$ cat src/rtl/cic_decimator.sv
// cic_decimator: STAGES-order CIC decimator with run-time ratio R = 2^dec_sel.
// Integrators run at the input rate and combs at the output rate. The output
// is scaled by R^STAGES so that the DC gain is exactly 1.
// Optional macro CIC_ROUND_EN enables round-half-up before the output shift.
// If it is undefined, the shift truncates toward minus infinity.
// Ports:
//   clk, rst_n  clock, asynchronous active-low reset
//   din         signed input sample (DATA_W)
//   din_valid   input qualifier, always accepted
//   dec_sel     ratio select; values above MAX_SEL are clamped
//   dout        signed decimated sample, held between strobes
//   dout_valid  one-cycle strobe for a new dout
module cic_decimator #(
  parameter int unsigned DATA_W  = 16,
  parameter int unsigned STAGES  = 3,
  parameter int unsigned MAX_SEL = 4
) (
  input  logic                     clk,
  input  logic                     rst_n,
  input  logic signed [DATA_W-1:0] din,
  input  logic                     din_valid,
  input  logic        [2:0]        dec_sel,
  output logic signed [DATA_W-1:0] dout,
  output logic                     dout_valid
);

  localparam int unsigned ACC_W = DATA_W + STAGES * MAX_SEL;
  localparam int unsigned CNT_W = (MAX_SEL > 0) ? MAX_SEL : 1;
  localparam int unsigned SH_W  = ($clog2(STAGES * MAX_SEL + 1) > 0) ?
                                  $clog2(STAGES * MAX_SEL + 1) : 1;

  logic signed [ACC_W-1:0]  integ_q    [STAGES];
  logic signed [ACC_W-1:0]  integ_d    [STAGES];
  logic signed [ACC_W-1:0]  comb_dly_q [STAGES];
  logic signed [ACC_W-1:0]  comb_dly_d [STAGES];
  logic signed [ACC_W-1:0]  comb_c     [STAGES+1];
  logic        [CNT_W-1:0]  cnt_q, cnt_d;
  logic        [2:0]        sel_q, sel_d, sel_c;
  logic                     chg_q, chg_d;
  logic                     pend_q, pend_d;
  logic signed [DATA_W-1:0] dout_q, dout_d;
  logic                     dout_valid_q, dout_valid_d;
  logic        [CNT_W:0]    r_c;
  logic        [CNT_W-1:0]  last_c;
  logic        [SH_W-1:0]   sh_c;
  logic signed [ACC_W-1:0]  pre_c, scaled_c;

  // Clamp the requested ratio to the supported range.
  assign sel_c = (dec_sel > 3'(MAX_SEL)) ? 3'(MAX_SEL) : dec_sel;

  // Comb chain, sample counter terminal value and output scaling.
  always_comb begin
    comb_c[0] = integ_q[STAGES-1];
    for (int k = 0; k < STAGES; k++) begin
      comb_c[k+1] = comb_c[k] - comb_dly_q[k];
    end
    r_c    = (CNT_W+1)'(1) << sel_q;
    last_c = CNT_W'(r_c - (CNT_W+1)'(1));
    sh_c   = SH_W'(STAGES * int'(sel_q));
    pre_c  = comb_c[STAGES];
`ifdef CIC_ROUND_EN
    if (sh_c != '0) begin
      pre_c = comb_c[STAGES] + $signed(ACC_W'(1) << (sh_c - SH_W'(1)));
    end
`endif
    scaled_c = pre_c >>> sh_c;
  end

  // Next-state logic. A ratio change flushes all state, and the flush
  // takes priority over any pending output or accepted sample.
  always_comb begin
    integ_d      = integ_q;
    comb_dly_d   = comb_dly_q;
    cnt_d        = cnt_q;
    pend_d       = 1'b0;
    dout_d       = dout_q;
    dout_valid_d = 1'b0;
    sel_d        = sel_c;
    chg_d        = (sel_c != sel_q);
    if (chg_q) begin
      for (int k = 0; k < STAGES; k++) begin
        integ_d[k]    = '0;
        comb_dly_d[k] = '0;
      end
      cnt_d = '0;
    end else begin
      if (pend_q) begin
        for (int k = 0; k < STAGES; k++) begin
          comb_dly_d[k] = comb_c[k];
        end
        dout_d       = DATA_W'(scaled_c);
        dout_valid_d = 1'b1;
      end
      if (din_valid) begin
        integ_d[0] = integ_q[0] + ACC_W'(din);
        for (int k = 1; k < STAGES; k++) begin
          integ_d[k] = integ_q[k] + integ_q[k-1];
        end
        if (cnt_q == last_c) begin
          cnt_d  = '0;
          pend_d = 1'b1;
        end else begin
          cnt_d = cnt_q + CNT_W'(1);
        end
      end
    end
  end

  // State registers.
  always_ff @(posedge clk or negedge rst_n) begin
    if (!rst_n) begin
      for (int k = 0; k < STAGES; k++) begin
        integ_q[k]    <= '0;
        comb_dly_q[k] <= '0;
      end
      cnt_q        <= '0;
      sel_q        <= '0;
      chg_q        <= 1'b0;
      pend_q       <= 1'b0;
      dout_q       <= '0;
      dout_valid_q <= 1'b0;
    end else begin
      integ_q      <= integ_d;
      comb_dly_q   <= comb_dly_d;
      cnt_q        <= cnt_d;
      sel_q        <= sel_d;
      chg_q        <= chg_d;
      pend_q       <= pend_d;
      dout_q       <= dout_d;
      dout_valid_q <= dout_valid_d;
    end
  end

  assign dout       = dout_q;
  assign dout_valid = dout_valid_q;

endmodule

$ cat config.mk
export PLATFORM = sky130hd
export DESIGN_NAME = cic_decimator
export DESIGN_NICKNAME = d
export VERILOG_FILES = /design/src/rtl/cic_decimator.sv
export SDC_FILE = /design/constraint.sdc
export NUM_CORES = 1
export LEC_CHECK = 0
export ABC_CLOCK_PERIOD_IN_PS = 13800
export CORE_ASPECT_RATIO = 1.5
export CORE_UTILIZATION = 50
export DETAILED_ROUTE_END_ITERATION = 7
export PLACE_DENSITY = 0.67
export SLEW_MARGIN = 40
export SYNTH_ARGS = -nofsm -noshare
export SYNTH_HDL_FRONTEND = slang
export SYNTH_SLANG_ARGS = --single-unit
$ cat constraint.sdc
create_clock -name clk -period 13.8 [get_ports clk]
set_input_delay 3.45 -clock clk [delete_from_list [all_inputs] [get_ports clk]]
set_output_delay 3.45 -clock clk [all_outputs]
set_load 0.02 [all_outputs]
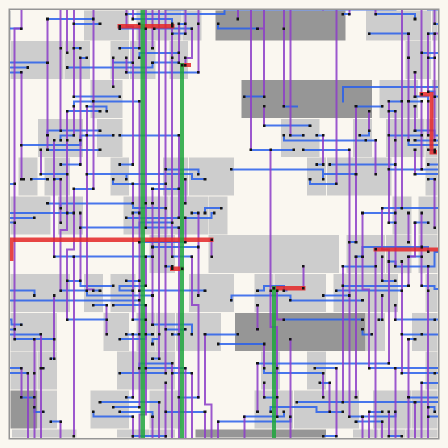
(a small window of the routed layout)
Region (62, 100) to (92, 130) um. Cells in gray, sequential cells in the stronger gray; small squares are vias.
Key: blue = met1; green = met4; red = met3; purple = met2
67 logic cells have their middle in the window. Netlist names of flops here include `comb_dly_q` (3). Sequential cells in the window: 3.

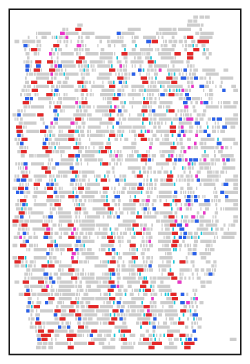
(logic cells by family)
Scale: 1.5 px per um.
Key: cyan = inverters [cells 145, most used inv_1]; magenta = AND and OR gates [cells 56, most used and3_1, where spread over the die]; blue = AND-OR and OR-AND gates [cells 128, most used a21o_1, where spread over the die]; red = adder and majority cells [cells 175, most used ha_1, where spread over the die]
proportion of cell area occupied by multi-input gates: 0.620
post-route insts no fill: 2437
most instantiated logic cell after routing: sky130_fd_sc_hd__nor2_1

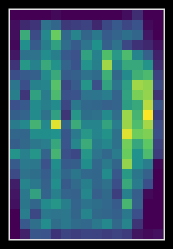
(wire density map)
Scale: 1 px per um. 15 x 23 tiles, from dark purple (low) to yellow (high), scaled to the fullest tile. Values are wire area over tile area, all layers added.
The densest ninth of the die: east. The fullest tile reaches 0.49. 7.8% of the tiles are nearly empty.

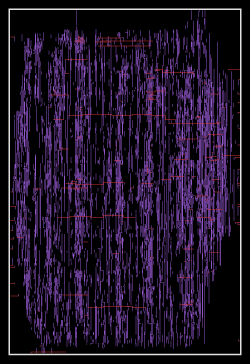
(signal wires by layer)
Scale: 1.5 px per um. Two of the layers only.
Key: purple = met2 [wire length 21.3 mm]; red = met3 [wire length 839 um]

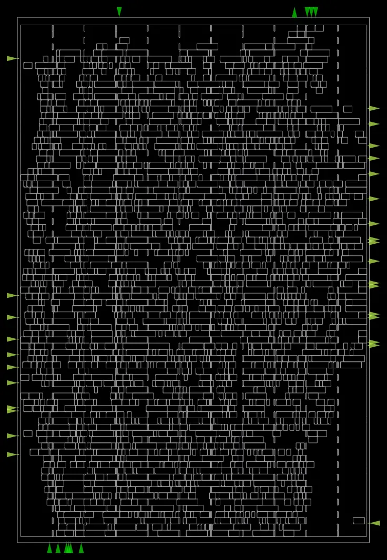
(cell placement)
Core Region: 0.0337 mm^2
fillers: 3087
fraction of area in registers: 0.262
flip-flops: 194

==> changes_impl.md <==
### Physical design

- Clock latency on the worst-skew pair: around 460 ps
- Xor+xnor area frac: 0.0749
- Net total in the final layout: about 2200
- Non-clock buffer count: 48
- Status: complete, no violations
- Kind of start point of the critical path: flip-flop
- Complex-gate fraction of the synthesized area: 0.211
- Reg-to-reg slack, setup: 6410 ps
- Violation tally from detailed-route iteration zero: 586
- Final Wtd Congestion: 0.934
- Clock Pin Slew Worst Setup and Hold Paths: roughly 80 ps
- DR pass1 iterations: 6
- Largest Register: comb_dly_q
- Number of enable-type register cells in the synthesized netlist: 0
- Number of placement rows: 82
- Detailed-route via count: roughly 14000
- Number of buffer cells added on primary ports: 38
- Most Frequent Cell on Critical Path: sky130_fd_sc_hd__a21oi_1
- Grt met3 use: 0.0286
- Storage cell area: 0.00486 mm^2
- Total routed wirelength: 39400 um
- DR WL met3: 838 um
- Most popular library cell in the synthesized design by count: sky130_fd_sc_hd__nor2_1
- Flip-flop count of the largest register after layout: 84
- Cells after Synth: a little over 2000
- Worst path top cell family by delay: AND-OR/OR-AND gates
- Number of cells upsized or downsized after cts: 0
- RR Endpoint: dout[14]
- Max Transition Viols Final: 0
- Cell depth of the worst flop-to-flop path: 29
- Number of cells in the design after placement: 2405
- Power in the clock group: 0.000549 W
Power is estimated from default activity; no workload was simulated.
